$ cat src/rtl/reg_file_pkg.sv
// rtl/reg_file_pkg.sv - shared defaults and types for the scoreboarded register file
package reg_file_pkg;

    localparam int XLEN_DEF = 32;
    localparam int NREG_DEF = 32;
    localparam int AW_DEF   = $clog2(NREG_DEF);

    typedef logic [AW_DEF-1:0]   reg_addr_t;
    typedef logic [XLEN_DEF-1:0] reg_data_t;

endpackage

$ cat src/rtl/reg_file_rport.sv
// rtl/reg_file_rport.sv - one combinational read port: zero register, write bypass, busy masking
module reg_file_rport
    import reg_file_pkg::*;
#(
    parameter int XLEN     = XLEN_DEF,
    parameter int AW       = AW_DEF,
    parameter bit ZERO_REG = 1'b1
) (
    input  logic [AW-1:0]   ra,
    input  logic            we,
    input  logic [AW-1:0]   wa,
    input  logic [XLEN-1:0] wd,
    input  logic [XLEN-1:0] rf_word,
    input  logic            busy_bit,
    output logic [XLEN-1:0] rd,
    output logic            rbusy
);

    logic is_zero;
    logic bypass;

    assign is_zero = ZERO_REG && (ra == '0);
    assign bypass  = we && (wa == ra);

    always_comb begin
        rd = rf_word;
        if (is_zero)
            rd = '0;
        else if (bypass)
            rd = wd;
    end

    // A writeback landing this cycle satisfies the pending reservation.
    assign rbusy = busy_bit && !bypass && !is_zero;

endmodule

$ cat src/rtl/reg_file_sb.sv
// rtl/reg_file_sb.sv - multi-read-port register file with per-register busy scoreboard
module reg_file_sb
    import reg_file_pkg::*;
#(
    parameter int XLEN     = XLEN_DEF,
    parameter int NREG     = NREG_DEF,
    parameter int NRD      = 2,
    parameter bit ZERO_REG = 1'b1,
    localparam int AW      = $clog2(NREG)
) (
    input  logic                     CLK,
    input  logic                     RST,
    input  logic [NRD-1:0][AW-1:0]   RA,
    output logic [NRD-1:0][XLEN-1:0] RD,
    output logic [NRD-1:0]           RBUSY,
    input  logic                     WE,
    input  logic [AW-1:0]            WA,
    input  logic [XLEN-1:0]          WD,
    input  logic                     ISS,
    input  logic [AW-1:0]            IA,
    output logic [AW:0]              PEND
);

    logic [XLEN-1:0] rf [NREG];
    logic [NREG-1:0] busy_q;
    logic [NREG-1:0] busy_d;
    logic [AW:0]     pend_q;

    logic we_eff;
    logic iss_eff;
    logic pend_inc;
    logic pend_dec;

    assign we_eff  = WE  && !(ZERO_REG && (WA == '0));
    assign iss_eff = ISS && !(ZERO_REG && (IA == '0));

    // Issue is applied after writeback so a same-address pair leaves the bit set.
    always_comb begin
        busy_d = busy_q;
        if (we_eff)
            busy_d[WA] = 1'b0;
        if (iss_eff)
            busy_d[IA] = 1'b1;
    end

    assign pend_inc = iss_eff && !busy_q[IA];
    assign pend_dec = we_eff && busy_q[WA] && !(iss_eff && (IA == WA));

    always_ff @(posedge CLK or posedge RST) begin
        if (RST) begin
            for (int i = 0; i < NREG; i++)
                rf[i] <= '0;
            busy_q <= '0;
            pend_q <= '0;
        end else begin
            if (we_eff)
                rf[WA] <= WD;
            busy_q <= busy_d;
            pend_q <= pend_q + {{AW{1'b0}}, pend_inc} - {{AW{1'b0}}, pend_dec};
        end
    end

    assign PEND = pend_q;

    for (genvar i = 0; i < NRD; i++) begin : g_rport
        reg_file_rport #(
            .XLEN     (XLEN),
            .AW       (AW),
            .ZERO_REG (ZERO_REG)
        ) u_rport (
            .ra       (RA[i]),
            .we       (WE),
            .wa       (WA),
            .wd       (WD),
            .rf_word  (rf[RA[i]]),
            .busy_bit (busy_q[RA[i]]),
            .rd       (RD[i]),
            .rbusy    (RBUSY[i])
        );
    end

endmodule

$ cat config.mk
export PLATFORM = sky130hd
export DESIGN_NAME = reg_file_sb
export DESIGN_NICKNAME = d
export VERILOG_FILES = /design/src/rtl/reg_file_pkg.sv /design/src/rtl/reg_file_rport.sv /design/src/rtl/reg_file_sb.sv
export SDC_FILE = /design/constraint.sdc
export NUM_CORES = 2
export LEC_CHECK = 0
export CAP_MARGIN = 20
export CORE_UTILIZATION = 49
export DETAILED_ROUTE_END_ITERATION = 6
export GPL_ROUTABILITY_DRIVEN = 0
export MAX_ROUTING_LAYER = met4
export PLACE_DENSITY = 0.77
export SLEW_MARGIN = 20
export SYNTH_ARGS = -nofsm -noshare
export SYNTH_HDL_FRONTEND = slang
export SYNTH_SLANG_ARGS = --single-unit
$ cat constraint.sdc
create_clock -name CLK -period 33.8 [get_ports CLK]
set_input_delay 3.38 -clock CLK [delete_from_list [all_inputs] [get_ports CLK]]
set_output_delay 3.38 -clock CLK [all_outputs]
set_load 0.03 [all_outputs]
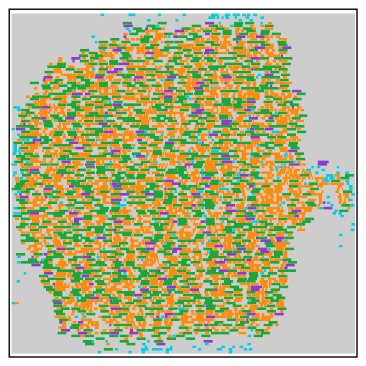
Figure 1: cell classes on the final placement.
Scale: 1 px per um. Fill, decap, tap and diode cells in gray.
cyan -> remaining buffers and delay cells  # cells 237, share of their area 3.5%
purple -> clock drivers and dummy loads  # cells 201, share of their area 6.2%
green -> registers  # cells 1,062, share of their area 43%
orange -> remaining logic cells  # cells 2,491, share of their area 47%
number of rows created at floorplan: 125
flop share of the area: 0.416
utilization of the core after routing: 0.547
area of the core: 117,000 um2
final instance area: 63,900 um2

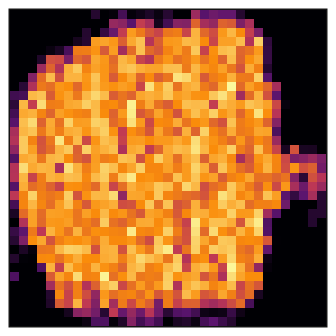
Figure 2: cell density map.
35 x 35 tiles, from black (low) to pale yellow (high), 0 to 100% covered.
fullest tile = 99%
mean over tiles = 52%
nearly empty tiles = 22%

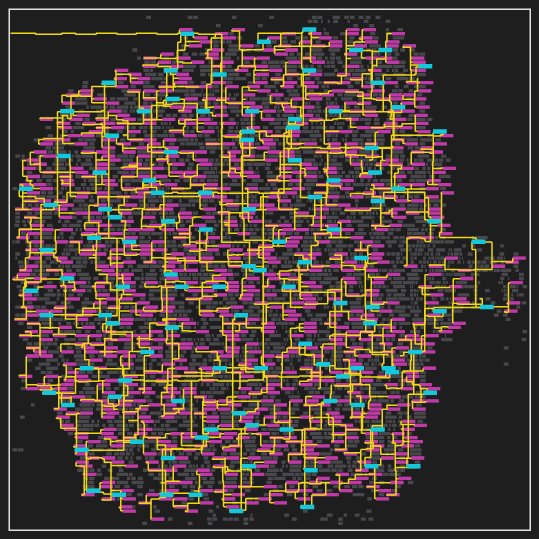
Figure 3: clock distribution.
Scale: 1.5 px per um.
magenta -> flip-flops  # count 1,062
yellow -> clock wires  # length 13,400 um
cyan -> clock-net drivers  # count 110
routed clock nets = 111
Worst Skew: 7.32 ps
clock network power: 1300 uW
portion of total power attributed to the clock network: 0.335
insertion delay to the later sink of the worst-skew pair: 710 ps

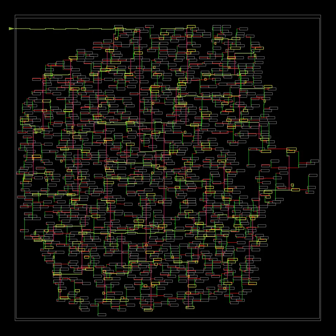
Figure 4: clock nets.
final-layout clock buffer total: 151
number of sinks on the clock net: 1,062
number of buffers created by CTS: 110
num sequential: 1,062

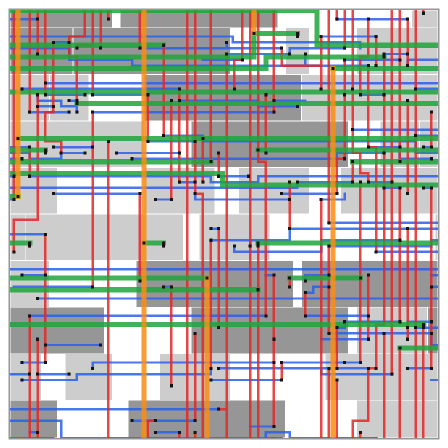
Figure 5: layout detail.
Region (161, 161) to (186, 186) um. Cells in gray, sequential cells in the stronger gray; small squares are vias.
blue -> M1
red -> M2
orange -> M4
green -> M3
sequential cells in the window = 8
netlist names of flops here include = `rf` (8)
most frequent = dfrtp_1 (8), mux2_2 (5), mux4_2 (5)
cells with their middle in the window = 24

==> Slide: Implementation Results <==
Run Summary

STA
  – Min Tclk post-route: around 12,000 ps
  – Worst hold slack after final layout: 398 ps
  – Total setup violations reported at the end of the flow: 0
  – Final Hold Viols: 0
  – Final setup slack of the worst path: about 22,000 ps

CTS
  – CTS Hold Buffers Added: 0
  – Clock-pin slew on the worst setup and hold paths: ~60 ps
  – H-tree Lvls: 3
  – Post-CTS setup-driven buffer insertion count: 0
  – TritonCTS clock tree: done
  – Buffer depth of the longest clock path: 3

Drt
  – Final antenna-violating net count: 0
  – Total met3 wirelength after detailed routing: about 22 mm
  – Post-Route M1 WL: ~71 mm
  – Detail Route met2 WL: 83.7 mm
  – Top routing layer in use: met4
  – Number of vias in the routed layout: between 30,000 and 40,000
  – Detailed-route wire length: 187 mm

Global routing
  – Most Crowded Layer GR: met2
  – Maximum number of pins on one net before global-route repair: around 140
  – Number of antenna violations at the first check in global routing: 7

Layout
  – Filler cells: 9,135
  – Inserted Diodes: 11
  – Reg with most FFs: rf
  – Signal buffers share of area: 0.0337
  – FF/Latch Area: 26,600 um2
  – Nets: 3,965
  – Clock buf/inv share: 0.0598
  – Top class by area: combinational gates
  – Number of logic inverters in the finished layout: 18
  – Comb gates: roughly 2,500

Synth
  – Largest family of logic cells by area: multiplexers
  – Arithmetic-cell share of the synthesized area counting full adders, half adders and majority gates: 0.00164
  – Yosys stat area: 58,100 um2
  – Post-synth top flop: dfrtp_1
  – Synthesis warning total: 0
  – Cell type contributing the most total cell area after synthesis: dfrtp_1
  – Post-synth seq share: 0.458
  – Average cell area after synthesis: between 10 and 15 um2
  – Post-synthesis net count: roughly 4,100
  – Number of library cell types mapped by synthesis: 70
  – FFs w/ async S/R, synth: 1.00

Pwr
  – Design internal power: around 2800 uW
  – IR drop worst, VDD: around 0.047 mV
  – Logic pwr share: 0.223
  – Overall power after layout: slightly below 4000 uW
  – Power per Cell Area: a little over 60 nW/um2
  – Power share of the sequential group: 0.442
  – Sw Ratio: 0.287
  – Leakage power summed over all cells: ~0.027 uW
  – Reported combinational group power: ~860 uW
  – Seq power: around 1700 uW

Worst hold path
  – Worst hold path startpoint: rf[1019]$_DFFE_PP0P_

Placement
  – Dpl hpwl: roughly 110 mm
  – Pre-CTS setup slack: 22,350 ps
  – Count of input and output buffers: 127
  – Cell Count Post-Placement: about 5,300

Setup path
  – Most prevalent standard cell on the critical path: clkdlybuf4s50_1
  – Critical path launch point type: input pin
  – Critical path's largest stage delay: about 960 ps
  – Worst setup path end: RD[62]
  – Setup slack, reg-to-reg: 30,580 ps
  – Startpoint of the lowest-slack register-to-register path: busy_q[3]$_DFF_PP0_
  – Series of cell instances along the critical path: clkdlybuf4s50_1 > xor2_1 > nor4_1 > nand3_1 > buf_4 > nor2_4 > a221o_1 > clkdlybuf4s50_1
  – Crit path buf inv count: 3
  – Required time at the worst-slack endpoint: slightly above 30,000 ps

Floorplanning
  – Die Span X: approximately 350 um
  – Die area: 120,000 um2
  – Chip height: around 350 um

Job
  – Stage-log warning count: 38
  – Total of max-cap violations: 0

Status
  – Run status: complete, no violations
worst min path at each step:
stage,to,slack [ps],cells after the start
detailed placement,rf[1022]$_DFFE_PP0P_,380,0
finish,rf[1019]$_DFFE_PP0P_,400,0
global placement,rf[1022]$_DFFE_PP0P_,380,0
floorplan,rf[1017]$_DFFE_PP0P_,440,1
CTS,rf[1022]$_DFFE_PP0P_,390,0
global route,rf[997]$_DFFE_PP0P_,410,0
worst register-to-register path, stage by stage, from the launching register on:
cell	delay, ps
dfrtp_1	410
mux4_2	500
nor3b_1	160
a311oi_1	270
a31oi_1	60
or3_1	340
ha_1	290
inv_1	40
ha_1	200
fa_1	430
a21oi_1	170
nor2_1	50
nor2_1	110
xnor2_1	130
No activity file was given, so power comes from the tool's default toggle rates.
